--- src/rtl/riscv_pkg.sv ---
// Shared load/store definitions: memop encodings, LSU state type, byte-enable masks
// and the legality/alignment check applied when an access is accepted.
package riscv_pkg;

   localparam logic [2:0] MEMOP_B  = 3'b000;
   localparam logic [2:0] MEMOP_H  = 3'b001;
   localparam logic [2:0] MEMOP_W  = 3'b010;
   localparam logic [2:0] MEMOP_BU = 3'b100;
   localparam logic [2:0] MEMOP_HU = 3'b101;

   localparam logic [3:0] BE_BYTE = 4'b0001;
   localparam logic [3:0] BE_HALF = 4'b0011;
   localparam logic [3:0] BE_WORD = 4'b1111;

   typedef enum logic [1:0] {
      IDLE = 2'd0,
      BUS  = 2'd1,
      DONE = 2'd2
   } lsu_state_t;

   // Unsigned variants only exist for loads; halves and words must be naturally aligned.
   function automatic logic memop_ok(input logic [2:0] op, input logic is_store,
                                     input logic [1:0] off);
      case (op)
         MEMOP_B:  memop_ok = 1'b1;
         MEMOP_H:  memop_ok = ~off[0];
         MEMOP_W:  memop_ok = (off == 2'b00);
         MEMOP_BU: memop_ok = ~is_store;
         MEMOP_HU: memop_ok = ~is_store & ~off[0];
         default:  memop_ok = 1'b0;
      endcase
   endfunction

endpackage

--- src/rtl/lsu_mem_access_load_align.sv ---
// Load lane select with sign/zero extension of the returned bus word.
module lsu_load_align
   import riscv_pkg::*;
(
   input  logic [31:0] rdata_i,
   input  logic [2:0]  memop_i,
   input  logic [1:0]  addr_lo_i,
   output logic [31:0] data_o
);

   logic [7:0]  byte_l;
   logic [15:0] half_l;

   always_comb begin
      byte_l = rdata_i[{addr_lo_i, 3'b000} +: 8];
      half_l = addr_lo_i[1] ? rdata_i[31:16] : rdata_i[15:0];
      case (memop_i)
         MEMOP_B:  data_o = {{24{byte_l[7]}}, byte_l};
         MEMOP_BU: data_o = {24'h000000, byte_l};
         MEMOP_H:  data_o = {{16{half_l[15]}}, half_l};
         MEMOP_HU: data_o = {16'h0000, half_l};
         MEMOP_W:  data_o = rdata_i;
         default:  data_o = '0;
      endcase
   end

endmodule

--- src/rtl/lsu_mem_access.sv ---
// Multi-cycle load/store unit: IDLE -> BUS -> DONE over a req/ready data bus.
// Optional bus-wait abort is enabled by defining LSU_TIMEOUT_EN.
module lsu_mem_access
   import riscv_pkg::*;
#(
   parameter int ADDR_W         = 32,
   parameter int TIMEOUT_CYCLES = 255
) (
   input  logic              clk,
   input  logic              rst_n,
   input  logic              start,
   input  logic              memtoreg,
   input  logic              memwr,
   input  logic [2:0]        memop,
   input  logic [ADDR_W-1:0] addr,
   input  logic [31:0]       wdata,
   output logic              stall,
   output logic              done,
   output logic [31:0]       load_data,
   output logic              fault,
   output logic              bus_req,
   output logic              bus_we,
   output logic [ADDR_W-1:0] bus_addr,
   output logic [3:0]        bus_be,
   output logic [31:0]       bus_wdata,
   input  logic              bus_ready,
   input  logic [31:0]       bus_rdata
);

   lsu_state_t        state_q, state_d;
   logic [ADDR_W-1:0] bus_addr_q, bus_addr_d;
   logic              bus_we_q, bus_we_d;
   logic [3:0]        bus_be_q, bus_be_d;
   logic [31:0]       bus_wdata_q, bus_wdata_d;
   logic [2:0]        memop_q, memop_d;
   logic [1:0]        off_q, off_d;
   logic [31:0]       load_data_q, load_data_d;
   logic              fault_q, fault_d;

   logic              access;
   logic [3:0]        be_calc;
   logic [31:0]       wdata_calc;
   logic [31:0]       aligned;

`ifdef LSU_TIMEOUT_EN
   localparam int CNT_W = ($clog2(TIMEOUT_CYCLES + 1) > 8) ? $clog2(TIMEOUT_CYCLES + 1) : 8;
   logic [CNT_W-1:0] cnt_q, cnt_d;
`endif

   lsu_load_align u_align (
      .rdata_i   (bus_rdata),
      .memop_i   (memop_q),
      .addr_lo_i (off_q),
      .data_o    (aligned)
   );

   assign access = start & (memtoreg | memwr);

   always_comb begin
      case (memop[1:0])
         2'b00: begin
            be_calc    = BE_BYTE << addr[1:0];
            wdata_calc = {4{wdata[7:0]}};
         end
         2'b01: begin
            be_calc    = BE_HALF << addr[1:0];
            wdata_calc = {2{wdata[15:0]}};
         end
         default: begin
            be_calc    = BE_WORD;
            wdata_calc = wdata;
         end
      endcase
   end

   always_comb begin
      state_d     = state_q;
      bus_addr_d  = bus_addr_q;
      bus_we_d    = bus_we_q;
      bus_be_d    = bus_be_q;
      bus_wdata_d = bus_wdata_q;
      memop_d     = memop_q;
      off_d       = off_q;
      load_data_d = load_data_q;
      fault_d     = fault_q;
`ifdef LSU_TIMEOUT_EN
      cnt_d       = cnt_q;
`endif
      case (state_q)
         IDLE: begin
            if (access) begin
               if (memop_ok(memop, memwr, addr[1:0])) begin
                  state_d     = BUS;
                  bus_addr_d  = {addr[ADDR_W-1:2], 2'b00};
                  bus_we_d    = memwr;
                  bus_be_d    = be_calc;
                  bus_wdata_d = wdata_calc;
                  memop_d     = memop;
                  off_d       = addr[1:0];
`ifdef LSU_TIMEOUT_EN
                  cnt_d       = '0;
`endif
               end else begin
                  state_d     = DONE;
                  fault_d     = 1'b1;
                  load_data_d = '0;
               end
            end
         end
         BUS: begin
            if (bus_ready) begin
               state_d     = DONE;
               fault_d     = 1'b0;
               load_data_d = bus_we_q ? 32'h0 : aligned;
`ifdef LSU_TIMEOUT_EN
            end else if (cnt_q == CNT_W'(TIMEOUT_CYCLES - 1)) begin
               // Abort counts this cycle as the last permitted wait.
               state_d     = DONE;
               fault_d     = 1'b1;
               load_data_d = '0;
            end else begin
               cnt_d = cnt_q + 1'b1;
`endif
            end
         end
         DONE:    state_d = IDLE;
         default: state_d = IDLE;
      endcase
   end

   always_ff @(posedge clk or negedge rst_n) begin
      if (!rst_n) begin
         state_q     <= IDLE;
         bus_addr_q  <= '0;
         bus_we_q    <= 1'b0;
         bus_be_q    <= '0;
         bus_wdata_q <= '0;
         memop_q     <= '0;
         off_q       <= '0;
         load_data_q <= '0;
         fault_q     <= 1'b0;
`ifdef LSU_TIMEOUT_EN
         cnt_q       <= '0;
`endif
      end else begin
         state_q     <= state_d;
         bus_addr_q  <= bus_addr_d;
         bus_we_q    <= bus_we_d;
         bus_be_q    <= bus_be_d;
         bus_wdata_q <= bus_wdata_d;
         memop_q     <= memop_d;
         off_q       <= off_d;
         load_data_q <= load_data_d;
         fault_q     <= fault_d;
`ifdef LSU_TIMEOUT_EN
         cnt_q       <= cnt_d;
`endif
      end
   end

   // Stall drops in DONE so the core retires and writes load_data that cycle.
   assign stall     = ((state_q == IDLE) & access) | (state_q == BUS);
   assign done      = (state_q == DONE);
   assign fault     = (state_q == DONE) & fault_q;
   assign bus_req   = (state_q == BUS);
   assign bus_we    = bus_we_q;
   assign bus_addr  = bus_addr_q;
   assign bus_be    = bus_be_q;
   assign bus_wdata = bus_wdata_q;
   assign load_data = load_data_q;

endmodule

--- config.mk ---
export PLATFORM = sky130hd
export DESIGN_NAME = lsu_mem_access
export DESIGN_NICKNAME = d
export VERILOG_FILES = /design/src/rtl/riscv_pkg.sv /design/src/rtl/lsu_mem_access_load_align.sv /design/src/rtl/lsu_mem_access.sv
export SDC_FILE = /design/constraint.sdc
export NUM_CORES = 1
export LEC_CHECK = 0
export ABC_AREA = 1
export ABC_CLOCK_PERIOD_IN_PS = 1300
export CAP_MARGIN = 15
export CELL_PAD_IN_SITES_DETAIL_PLACEMENT = 1
export CELL_PAD_IN_SITES_GLOBAL_PLACEMENT = 2
export CORE_UTILIZATION = 21
export CTS_CLUSTER_DIAMETER = 60
export DETAILED_ROUTE_END_ITERATION = 16
export PLACE_DENSITY = 0.84
export SYNTH_ARGS = -nofsm -noshare
export SYNTH_HDL_FRONTEND = slang
export SYNTH_SLANG_ARGS = --single-unit
--- constraint.sdc ---
create_clock -name clk -period 1.3 [get_ports clk]
set_clock_uncertainty 0.05 [all_clocks]
set_input_delay 0.195 -clock clk [delete_from_list [all_inputs] [get_ports clk]]
set_output_delay 0.195 -clock clk [all_outputs]
set_load 0.1 [all_outputs]
Figure 1. Track usage over the die (run 1).
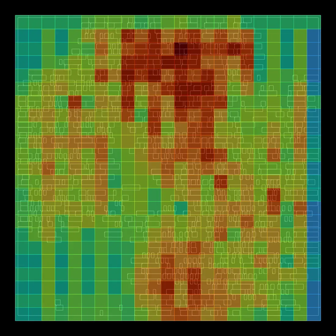
gr usage total: 0.1980
M3 GR Usage: 0.04011
WL/cell: 18.98 µm

Figure 2. A small window of the routed layout (run 1).
Scale bar: 5 µm. Region (109, 109) to (129, 129) µm. Cells in grey, sequential cells in the stronger grey; small squares are vias.
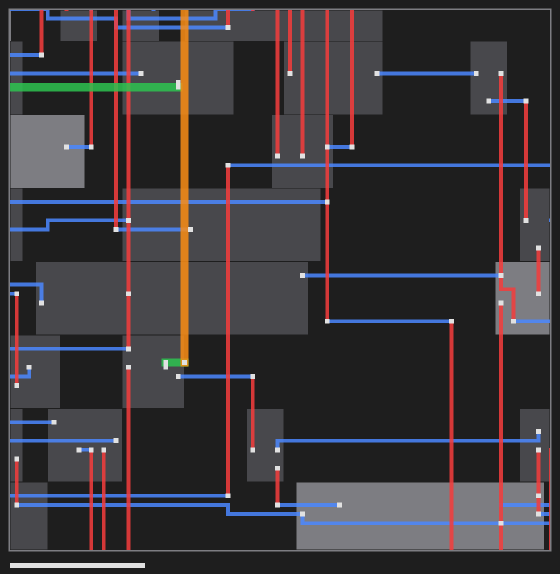
metal 1: marked blue. metal 3: marked green. metal 2: marked red. metal 4: marked orange.
12 logic cells have their middle in the window. Most frequent: nand2_2 (3), nand2_1 (3). Sequential cells in the window: 1. Netlist names of flops here include `bus_addr` (1).

Figure 3. The metal 1 layer (run 1).
Scale bar: 50 µm.
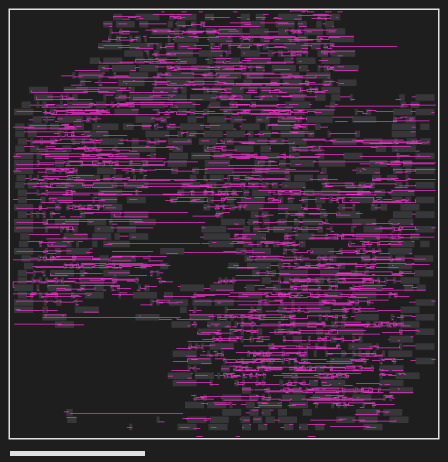
The longest straight run is 51.1 µm. 936 nets have wire on it. The layer carries 10100 µm of wire.
WL final: 24750 µm
vias: 5728
met1 usage: 0.2330

Figure 4. Wire density map (run 1).
The die is cut into 32 by 32 equal tiles; white is low, dark blue is high, scaled to the fullest tile. Values are wire area over tile area, all layers added.
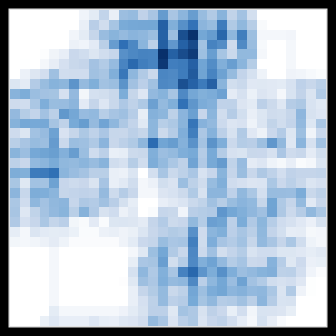
The mean over all tiles is 0.15. 12% of the tiles are over half the peak. The emptiest ninth of the die: bottom left. The densest ninth of the die: top middle.

==> CHANGELOG.md, run 1 <==
## Implementation

* Violated checks: setup timing
* Initial antenna violation count at 1
* Synthesized area per cell at 7.402 µm²
* Antenna Nets Post-Route at 0
* Die Size at 25270 µm²
* Pleak at 5.124 nW
* Via density per instance at 4.393
* Flop area at 2691 µm²
* Final setup viols at 112
* Setup TNS Final at -33.63 ns
* Pwr/cell area at 2207 nW/µm²
* Design Power at 23.61 mW
* Initial DRC count at 241
* Share of layout cells above drive strength 1 at 0.3800
* Post-route setup slack at -0.3750 ns
* Top-area cell type share of the netlist area at 0.5175
* Pins Over Slew Limit at 0
* R2R Setup Slk at -0.37 ns
* WHS Endpoint: bus_we
* Post-synth EDFFs at 0
* Status: finished, violations left
* Top-count cell post-synth: nand2_1
* Largest area contributor in the netlist: dfrtp_1
* NetSw at 12.22 mW
* Seq cells post-synth at 107
* Finished Layout Cells at 1304
* Clock sink total at 107
* Ys flop type: dfrtp_1
* Hold Crit Class: in -> reg
* Seq pwr share at 0.239
* Post-synth top cells: 434 x nand2_1, 107 x dfrtp_1, 36 x nand3_1
* DRC at 0
* CTS max path bufs at 2
* Latency at later pin at 0.35 ns
* Critical Path Source Type: flop
* Period utilization at 1.288
* FF-to-FF End: bus_wdata[14]
* Yosys Chip Area at 5174 µm²
[run 1: flip-flops by register name (all words and copies together) (netlist names)]
name	cells
memop_q	3
bus_addr	30
state_q	2
off_q	2
bus_wdata	32
fault_q	1
bus_be	4
bus_we	1
load_data	32
[run 1: timing repair]
item / in CTS / in global routing
setup endpoints to repair: 112 / 112
pin swaps: 6 / 25
resized: 98 / 143
endpoints found under the hold margin: 89 / 0
setup buffers: 24 / 4
hold buffers: 1 / 0
gates cloned: 23 / 1
[run 1: power groups by stage]
stage               clock network [mW]  registers, mW  logic (mW)
detailed placement                   0           5.38        14.1
global route                      3.11           5.75        15.6
global placement                     0           5.36        13.9
CTS                               2.99           5.38        14.7
finish                            2.92           5.64        15.0
floorplan                            0           11.1        2.26
[run 1: cell families after synthesis]
kind of cell,Yosys count,synth area share
buffers and inverters,63,0.06070
other,1,0.0007248
AND-OR/OR-AND,39,0.04885
flip-flops,107,0.5175
AND/OR/NAND/NOR,489,0.3722
[run 1: placed cells by master (no fill, tap or decap), types with 2 or more instances in the layout]
| cell type | netlist | final |
|---|---|---|
| buf_4 | 6 | 46 |
| dlymetal6s2s_1 | 0 | 2 |
| clkinv_16 | 0 | 2 |
| nand2_2 | 0 | 78 |
| dfrtp_2 | 0 | 11 |
| o21ai_0 | 16 | 11 |
| o211ai_1 | 16 | 16 |
| nand3_1 | 36 | 35 |
| conb_1 | 1 | 2 |
| clkbuf_16 | 0 | 10 |
| nor2_4 | 1 | 3 |
| or2_2 | 7 | 7 |
| inv_2 | 4 | 5 |
| nor2_2 | 1 | 2 |
| nand2_1 | 434 | 316 |
| clkinvlp_4 | 0 | 5 |
| buf_12 | 0 | 125 |
| buf_8 | 0 | 4 |
| inv_1 | 22 | 18 |
| nand2_4 | 0 | 40 |
| buf_16 | 0 | 11 |
| nor3_1 | 2 | 2 |
| o21ai_1 | 2 | 2 |
| clkdlybuf4s50_1 | 0 | 100 |
| o21ai_2 | 0 | 5 |
| buf_6 | 4 | 9 |
| dfrtp_1 | 107 | 96 |
| nand3_2 | 1 | 2 |
[run 1: layout make-up]
cell class / count / area share
repair buffers: 300 / 0.4097
clock inverters: 5 / 0.005732
inverters: 26 / 0.01228
well taps: 324 / 0.03790
diodes: 1 / 0.0002340
repair inverters: 1 / 0.002808
flip-flops and latches: 107 / 0.2516
multi-input cells: 530 / 0.2574
clock buffers: 10 / 0.02234
[run 1: critical path: stages, from the launching register on]
cell and delay [ns]:
dfrtp_1 0.42, nor2_4 0.17, nand2_2 0.09, buf_4 0.16, nand2_4 0.07, buf_12 0.17
[run 1: routing by layer]
layer | track usage | vias to the layer above | routed length, µm
met5 | 0 | - | 0
met4 | 0.09135 | 0 | 901
met3 | 0.04011 | 54 | 972
met1 | 0.2330 | 2808 | 10100
li1 | - | 2713 | -
met2 | 0.3459 | 153 | 12780
==> inputs of run 2 (changes only) <==
Settings changed: MAX_ROUTING_LAYER set to met4.
Figure 5. The metal 1 layer (run 2).
Scale bar: 50 µm.
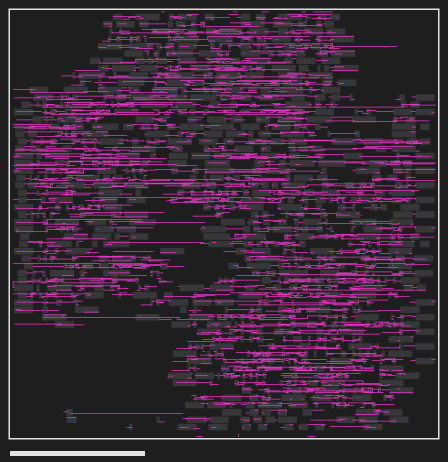
The layer holds 41% of the routed length. 940 nets have wire on it. The layer carries 10100 µm of wire. The longest straight run is 51.1 µm.

Figure 6. Wire density map (run 2).
The die is cut into 32 by 32 equal tiles; white is low, dark blue is high, scaled to the fullest tile. Values are wire area over tile area, all layers added.
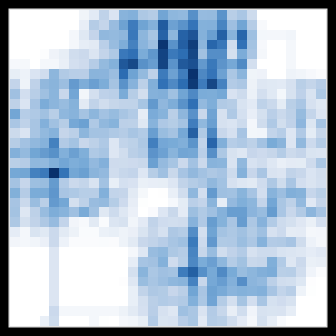
14% of the tiles are over half the peak. The mean over all tiles is 0.15. The fullest tile reaches 0.55. 16% of the tiles are nearly empty. The emptiest ninth of the die: bottom left. The densest ninth of the die: top middle.
gr usage total: 0.2043
vias: 5719
WL final: 24800 µm

==> run 2 against run 1 <==
  * Sequential power about the same
  * Area after synthesis unchanged
  * The flow still finishes with violations (setup timing)
  * Core utilization increased by 0.10 points
  * Global-route usage increased by 0.62 points
==> CHANGELOG.md, run 2 <==
## Implementation

* WHS Endpoint: bus_we (unchanged)
* Post-route setup slack at -0.3625 ns (was -0.3750 ns)
* Largest area contributor in the netlist: dfrtp_1 (unchanged)
* Crit path kind: reg -> out (unchanged)
* Latency at later pin at 0.35 ns (about the same)
* Crit-path cells: nor2_4 -> nand2_2 -> buf_4 -> nand2_4 -> buf_12 (unchanged)
* Most frequent cells in the layout: 310 x nand2_1, 125 x buf_12, 100 x clkdlybuf4s50_1 (was 316 x nand2_1, 125 x buf_12, 100 x clkdlybuf4s50_1)
* Pins Over Slew Limit at 0 (unchanged)
* Seq cells post-synth at 107 (unchanged)
* Final setup viols at 112 (unchanged)
* CTS max path bufs at 2 (unchanged)
* Period utilization at 1.279 (was 1.288)
* Post-synth EDFFs at 0 (unchanged)
* Critical Path Source Type: flop (unchanged)
* Top-area cell type share of the netlist area at 0.5175 (unchanged)
* FF-to-FF End: bus_wdata[14] (unchanged)
* Die Size at 25270 µm² (unchanged)
* Slowest CP cell: dfrtp_1 (unchanged)
* Post-synth top cells: 434 x nand2_1, 107 x dfrtp_1, 36 x nand3_1 (unchanged)
* DRC at 0 (unchanged)
* Die Ht at 159.0 µm (unchanged)
* YS warnings at 0 (unchanged)
* Synthesized area per cell at 7.402 µm² (unchanged)
* WL/cell at 19.02 µm (was 18.98 µm)
* Clock transition at the registers of the reported paths at 0.07 ns (about the same)
* Top-count cell post-synth: nand2_1 (unchanged)
* Slowest stage delay, CP at 0.42 ns (about the same)
* Yosys Chip Area at 5174 µm² (unchanged)
* Antenna Nets Post-Route at 0 (unchanged)
* Initial antenna violation count at 1 (unchanged)
* Hold Crit Class: in -> reg (unchanged)
* Via density per instance at 4.386 (was 4.393)
* Pleak at 5.128 nW (was 5.124 nW)
* Violated checks: setup timing (unchanged)
* Share of layout cells above drive strength 1 at 0.3861 (was 0.3800)
* Finished Layout Cells at 1304 (unchanged)
* Status: finished, violations left (unchanged)
* Pwr/cell area at 2206 nW/µm² (was 2207 nW/µm²)
[run 2: cell counts in the layout (fill, tap and decap cells not counted)]
Identical to the previous run, type by type.
[run 2: layer usage]
layer  GRT usage  part of all wire  wire, µm  vias to the layer above
met3     0.03959             0.038       944                       55
met2      0.3465              0.52     12830                      149
met4     0.09222             0.038       932                        0
met1      0.2330              0.41     10090                     2798
li1            -                 -         -                     2717
met5           -                 0         0                        -
[run 2: timing repair]
action | in CTS | in global routing
gates cloned | 23 | 1
endpoints found under the setup margin | 112 | 112
endpoints found under the hold margin | 89 | 0
setup buffers | 24 | 4
hold buffers | 1 | 0
resized | 98 | 151
pin swaps | 6 | 25
[run 2: cell families after synthesis]
logic type	Yosys count	synth area share
flip-flops	107	0.5175
AND-OR/OR-AND	39	0.04885
buffers and inverters	63	0.06070
AND/OR/NAND/NOR	489	0.3722
other	1	0.0007248
[run 2: where the power goes]
group / total (mW) / leakage (nW) / internal (mW) / switching (mW)
sequential: 5.65 / 1.37 / 4.29 / 1.37
combinational: 15.1 / 3.62 / 5.58 / 9.50
clock: 2.92 / 0.137 / 1.55 / 1.37
[run 2: layout make-up]
type	count	area (µm²)
clock inverter	5	61.31
inverter	26	131.4
fill	2688	13530
antenna	1	2.502
timing repair inverter	1	30.03
multi-input combinational	530	2778
sequential	107	2691
timing repair buffer	300	4382
tap	324	405.4
clock buffer	10	239.0
[run 2: worst max-delay path by stage]
stage	end	start
floorplan	load_data[0]	state_q[0]
global placement	bus_wdata[26]	memop[1]
detailed placement	bus_wdata[26]	memop[1]
CTS	fault	state_q[1]
global route	bus_we	state_q[1]
finish	stall	state_q[1]
[run 2: critical path: cells and delay by family (launching register included)]
kind / cells / cell delay, ns
buffers and inverters: 2 / 0.32
and+or+nand+nor: 3 / 0.33
DFF: 1 / 0.42
[run 2: stage by stage]
stage                     TNS, ns    util  worst slack (ns)  instance area [µm²]
after CTS                  -29.26  0.4336           -0.3718                10510
final                      -32.98  0.4421           -0.3625                10720
after global routing       -40.74  0.4421           -0.4157                10720
after floorplan            -20.61       -           -0.4753                 5239
after global placement     -63.83  0.3740           -0.6605                 9070
after detailed placement   -70.58  0.3740           -0.7506                 9070
Power and IR drop assume default switching activity.
